File: src/rtl/instruction_fetch.sv
// PC-holding fetch stage: REQ/ready handshake to instruction memory, next-PC selection, Jal link.
// Optional misaligned-target trap enabled by defining IFETCH_MISALIGN_TRAP_EN.
module instruction_fetch #(
    parameter logic [31:0] RESET_PC    = 32'h0000_0000,
    parameter logic [31:0] TRAP_VECTOR = 32'h0000_0180
) (
    input  logic        clock,
    input  logic        reset,
    output logic        imem_req,
    output logic [31:0] imem_addr,
    input  logic        imem_ready,
    input  logic [31:0] imem_rdata,
    input  logic        stall,
    output logic [31:0] Instruction,
    output logic        instr_valid,
    output logic [31:0] PC_plus_4,
    input  logic [31:0] Addr_Result,
    input  logic        Zero,
    input  logic [31:0] Read_data_1,
    input  logic        Branch,
    input  logic        nBranch,
    input  logic        Jmp,
    input  logic        Jal,
    input  logic        Jr,
    output logic [31:0] link_addr,
    output logic        trap
);

`ifdef IFETCH_MISALIGN_TRAP_EN
    localparam bit TRAP_EN = 1'b1;
`else
    localparam bit TRAP_EN = 1'b0;
`endif

    localparam logic [1:0] ST_RST   = 2'd0;
    localparam logic [1:0] ST_REQ   = 2'd1;
    localparam logic [1:0] ST_VALID = 2'd2;

    logic [1:0]  state_q, state_d;
    logic [31:0] pc_q, pc_d;
    logic [31:0] instr_q, instr_d;
    logic [31:0] link_q, link_d;
    logic        trap_q, trap_d;

    logic [31:0] pc_plus_4;
    logic [31:0] jump_target;
    logic [31:0] redirect_pc;
    logic [31:0] next_pc;
    logic        take_branch;
    logic        misaligned;
    logic        trap_taken;

    assign pc_plus_4   = pc_q + 32'd4;
    assign jump_target = {pc_plus_4[31:28], instr_q[25:0], 2'b00};
    assign take_branch = (Branch & Zero) | (nBranch & ~Zero);

    // Priority: Jr > Jmp/Jal > taken branch > sequential.
    always_comb begin
        redirect_pc = pc_plus_4;
        if (Jr) begin
            redirect_pc = Read_data_1;
        end else if (Jmp | Jal) begin
            redirect_pc = jump_target;
        end else if (take_branch) begin
            redirect_pc = Addr_Result;
        end
    end

    assign misaligned = (redirect_pc[1:0] != 2'b00);
    assign trap_taken = TRAP_EN && misaligned;
    assign next_pc    = trap_taken ? TRAP_VECTOR : {redirect_pc[31:2], 2'b00};

    always_comb begin
        state_d = state_q;
        pc_d    = pc_q;
        instr_d = instr_q;
        link_d  = link_q;
        trap_d  = 1'b0;
        case (state_q)
            ST_RST: begin
                state_d = ST_REQ;
            end
            ST_REQ: begin
                if (imem_ready) begin
                    instr_d = imem_rdata;
                    state_d = ST_VALID;
                end
            end
            ST_VALID: begin
                if (!stall) begin
                    pc_d    = next_pc;
                    state_d = ST_REQ;
                    trap_d  = trap_taken;
                    // A trapped jal does not link.
                    if (Jal && !trap_taken) begin
                        link_d = pc_plus_4;
                    end
                end
            end
            default: begin
                state_d = ST_RST;
            end
        endcase
    end

    always_ff @(posedge clock) begin
        if (reset) begin
            state_q <= ST_RST;
            pc_q    <= RESET_PC;
            instr_q <= 32'd0;
            link_q  <= 32'd0;
            trap_q  <= 1'b0;
        end else begin
            state_q <= state_d;
            pc_q    <= pc_d;
            instr_q <= instr_d;
            link_q  <= link_d;
            trap_q  <= trap_d;
        end
    end

    assign imem_req    = (state_q == ST_REQ);
    assign imem_addr   = pc_q;
    assign instr_valid = (state_q == ST_VALID);
    assign Instruction = instr_q;
    assign PC_plus_4   = pc_plus_4;
    assign link_addr   = link_q;
    assign trap        = trap_q;

endmodule
File: config.mk
export PLATFORM = sky130hd
export DESIGN_NAME = instruction_fetch
export DESIGN_NICKNAME = d
export VERILOG_FILES = /design/src/rtl/instruction_fetch.sv
export SDC_FILE = /design/constraint.sdc
export NUM_CORES = 1
export LEC_CHECK = 0
export CAP_MARGIN = 20
export CORE_MARGIN = 2
export CORE_UTILIZATION = 38
export CTS_BUF_LIST = sky130_fd_sc_hd__clkbuf_2 sky130_fd_sc_hd__clkbuf_4 sky130_fd_sc_hd__clkbuf_8
export DETAILED_ROUTE_END_ITERATION = 16
export HOLD_SLACK_MARGIN = 0.15
export PLACE_DENSITY = 0.79
export RECOVER_POWER = 25
export SLEW_MARGIN = 5
export SYNTH_ARGS = -nofsm -noshare
export SYNTH_HDL_FRONTEND = slang
export SYNTH_SLANG_ARGS = --single-unit
File: constraint.sdc
create_clock -name clock -period 2.57 [get_ports clock]
set_input_delay 0.514 -clock clock [delete_from_list [all_inputs] [get_ports clock]]
set_output_delay 0.514 -clock clock [all_outputs]
set_load 0.1 [all_outputs]
m1.png
The bar under the picture is 20 um long. Cells faint in the background.
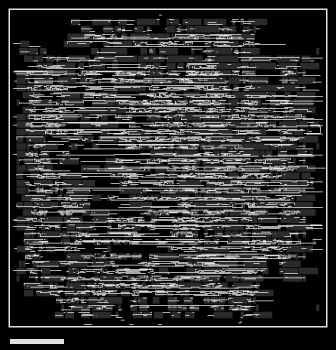
longest straight run: 66.2 um
nets with wire on the layer: 883
final wirelength: 21,000 um
routed vias: 5,971

m2.png
Cells faint in the background.
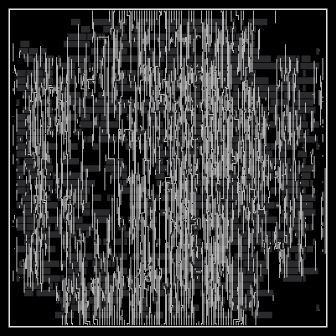
nets with wire on the layer: 864
longest straight run: 56.8 um
wire length on this layer: 10,300 um
share of all routed wire: 49%
main direction: vertical
met2 usage: 49.2%

m3.png
The bar under the picture is 20 um long. Cells faint in the background.
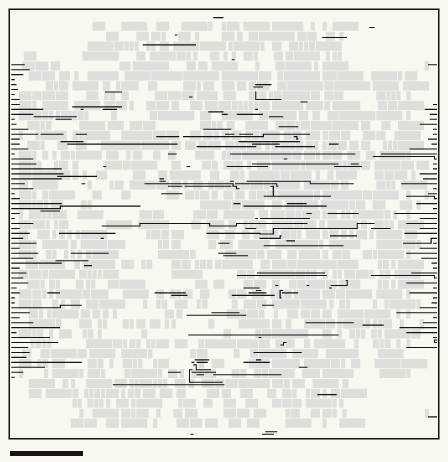
wire length on this layer: 1,640 um
longest straight run: 40.9 um
share of all routed wire: 7.8%
main direction: horizontal
nets with wire on the layer: 207
met3 layer usage reported by global route: 5.35%

==> commit_impl_results.txt <==
Add synthesis and place-and-route results

* Num CTS Buffers: 9
* Non-clock inverters: 13
- Internal power consumption: 2.46 mW
* Via count of the first global-routing pass: 5,824
- Delay of the slowest cell on the worst path: 0.52 ns
- Proportion of synthesized chip area in sequential cells: 38.5%
- The setup path with the least slack is of type flop to primary output.
- Sequential Power Share: 40.9%
- After layout, the clock buffer instance count stands at 10.
- Once iteration 0 of detailed routing completed, the report listed 434 DRC markers.
- In the final layout, flip-flops and latches take up 23.2% of the cell area.
- Per the final timing report, the hold violations number 0.
* Highest-power group: sequential cells
* Ordered list of cells on the worst path: ha_4 > nand4_4 > or4_4 > nor4_4 > xor2_4 > buf_12
- Per the area breakdown, the dominant cell category is combinational gates.
- In this run, power in flip-flops and latches comes to 1.53 mW.
* Violations in the final reports: negative setup slack
* Final worst setup slack: -0.287 ns
- Clock cells make up 2.82% of the layout cell area.
- After layout, the worst path uses 111% of the clock period.
* Measured slew at the worst slew-check pin: 1.21 ns
- Crit path launch type: flop
- Counting flops with an async set or reset pin after synthesis yields a share of 0%.
* Count of buffers inserted at the top-level ports: 225
* Part of the power in combinational logic: 27.1%
- Initial core utilization: 38.8%
- The top cell type by area accounts for 38.5% of the synthesized area.
- The timing report notes that buffer and inverter cells on the critical path total 1.
* Commonest non-fill, non-tap cell in the layout: sky130_fd_sc_hd__buf_4
- For reference, the final report shows the max-slew violation count at 0.
* Number of nets in the finished design: 1,008
- Nets still carrying antenna violations after routing amount to 0.
- Placed Instances: 1,024
- For reference, the top cells by count after synthesis are sky130_fd_sc_hd__nand2_1 (99), sky130_fd_sc_hd__dfxtp_1 (94), sky130_fd_sc_hd__nor2_1 (83).
* Achievable Freq: 0.350 GHz
- Number of buffers inserted for hold repair after clock tree synthesis: 0
- Setup Total Neg Slack: -3.21 ns
* Dominant synthesized flop cell: sky130_fd_sc_hd__dfxtp_1
- Net switching power figure: 1.28 mW
- Signal buf overhead: 32.8%
- Filler Cell Count: 1,038
* Setup-violating endpoint count in the final report: 22
* Result of the run: finished with violations
* DRC viols: 0
- Before any placement, the netlist area is recorded as 0.00488 mm2.
* RSZ-0062 raised after global routing: yes
- According to the floorplan report, the die width is 117 um.
* Peak supply drop: 319 uV
registers in the layout (all words and copies together) (netlist names):
name and flops:
Instruction 32, imem_addr 30, link_addr 30, state_q 2
kinds of logic (layout without fill, tap and decap cells):
family,after synthesis,in the layout,share of synthesized area [%]
adder cells (fa/ha/maj),1,1,0.256
AND-OR/OR-AND,155,155,22.1
other,1,7,0.0768
flip-flops,94,94,38.5
AND/OR/NAND/NOR,281,281,27.3
XOR/XNOR,28,28,5.18
buffers and inverters,63,337,5.89
multiplexers,3,3,0.666
worst paths after layout:
| check | start | end | slack [ns] | depth (start not counted) |
|---|---|---|---|---|
| worst max-delay path | imem_addr[3]$_SDFFE_PP0P_ | PC_plus_4[26] | -0.29 | 6 |
| worst min-delay path | Instruction[29]$_SDFFE_PP0P_ | Instruction[29]$_SDFFE_PP0P_ | 0.47 | 2 |
| worst max register to register | imem_addr[3]$_SDFFE_PP0P_ | imem_addr[26]$_SDFFE_PP0P_ | 0.07 | 7 |
| worst min register to register | Instruction[29]$_SDFFE_PP0P_ | Instruction[29]$_SDFFE_PP0P_ | 0.47 | 2 |
through the flow:
| stage | util, % | instance area (um2) | hold WS (ns) |
|---|---|---|---|
| 2_1_floorplan | - | 5360 | 0.563 |
| 6_report | 67.7 | 8510 | 0.465 |
| 3_5_place_dp | 63.6 | 7990 | 0.452 |
| 4_1_cts | 67.7 | 8500 | 0.466 |
| 3_3_place_gp | 63.6 | 7990 | 0.445 |
| 5_1_grt | 67.7 | 8510 | 0.481 |
layer usage:
layer	GRT usage (%)	part of all wire (%)
met2	49.2	49
met1	38.3	41
met3	5.35	7.8
met4	10.5	2.6
met5	0	0
repair_timing:
action | in CTS | in global routing
gates resized | 18 | 15
setup buffers | 24 | 15
setup endpoints to repair | 18 | 21
pin swaps | 12 | 12
endpoints found under the hold margin | 0 | 0
Power and IR drop assume default switching activity.
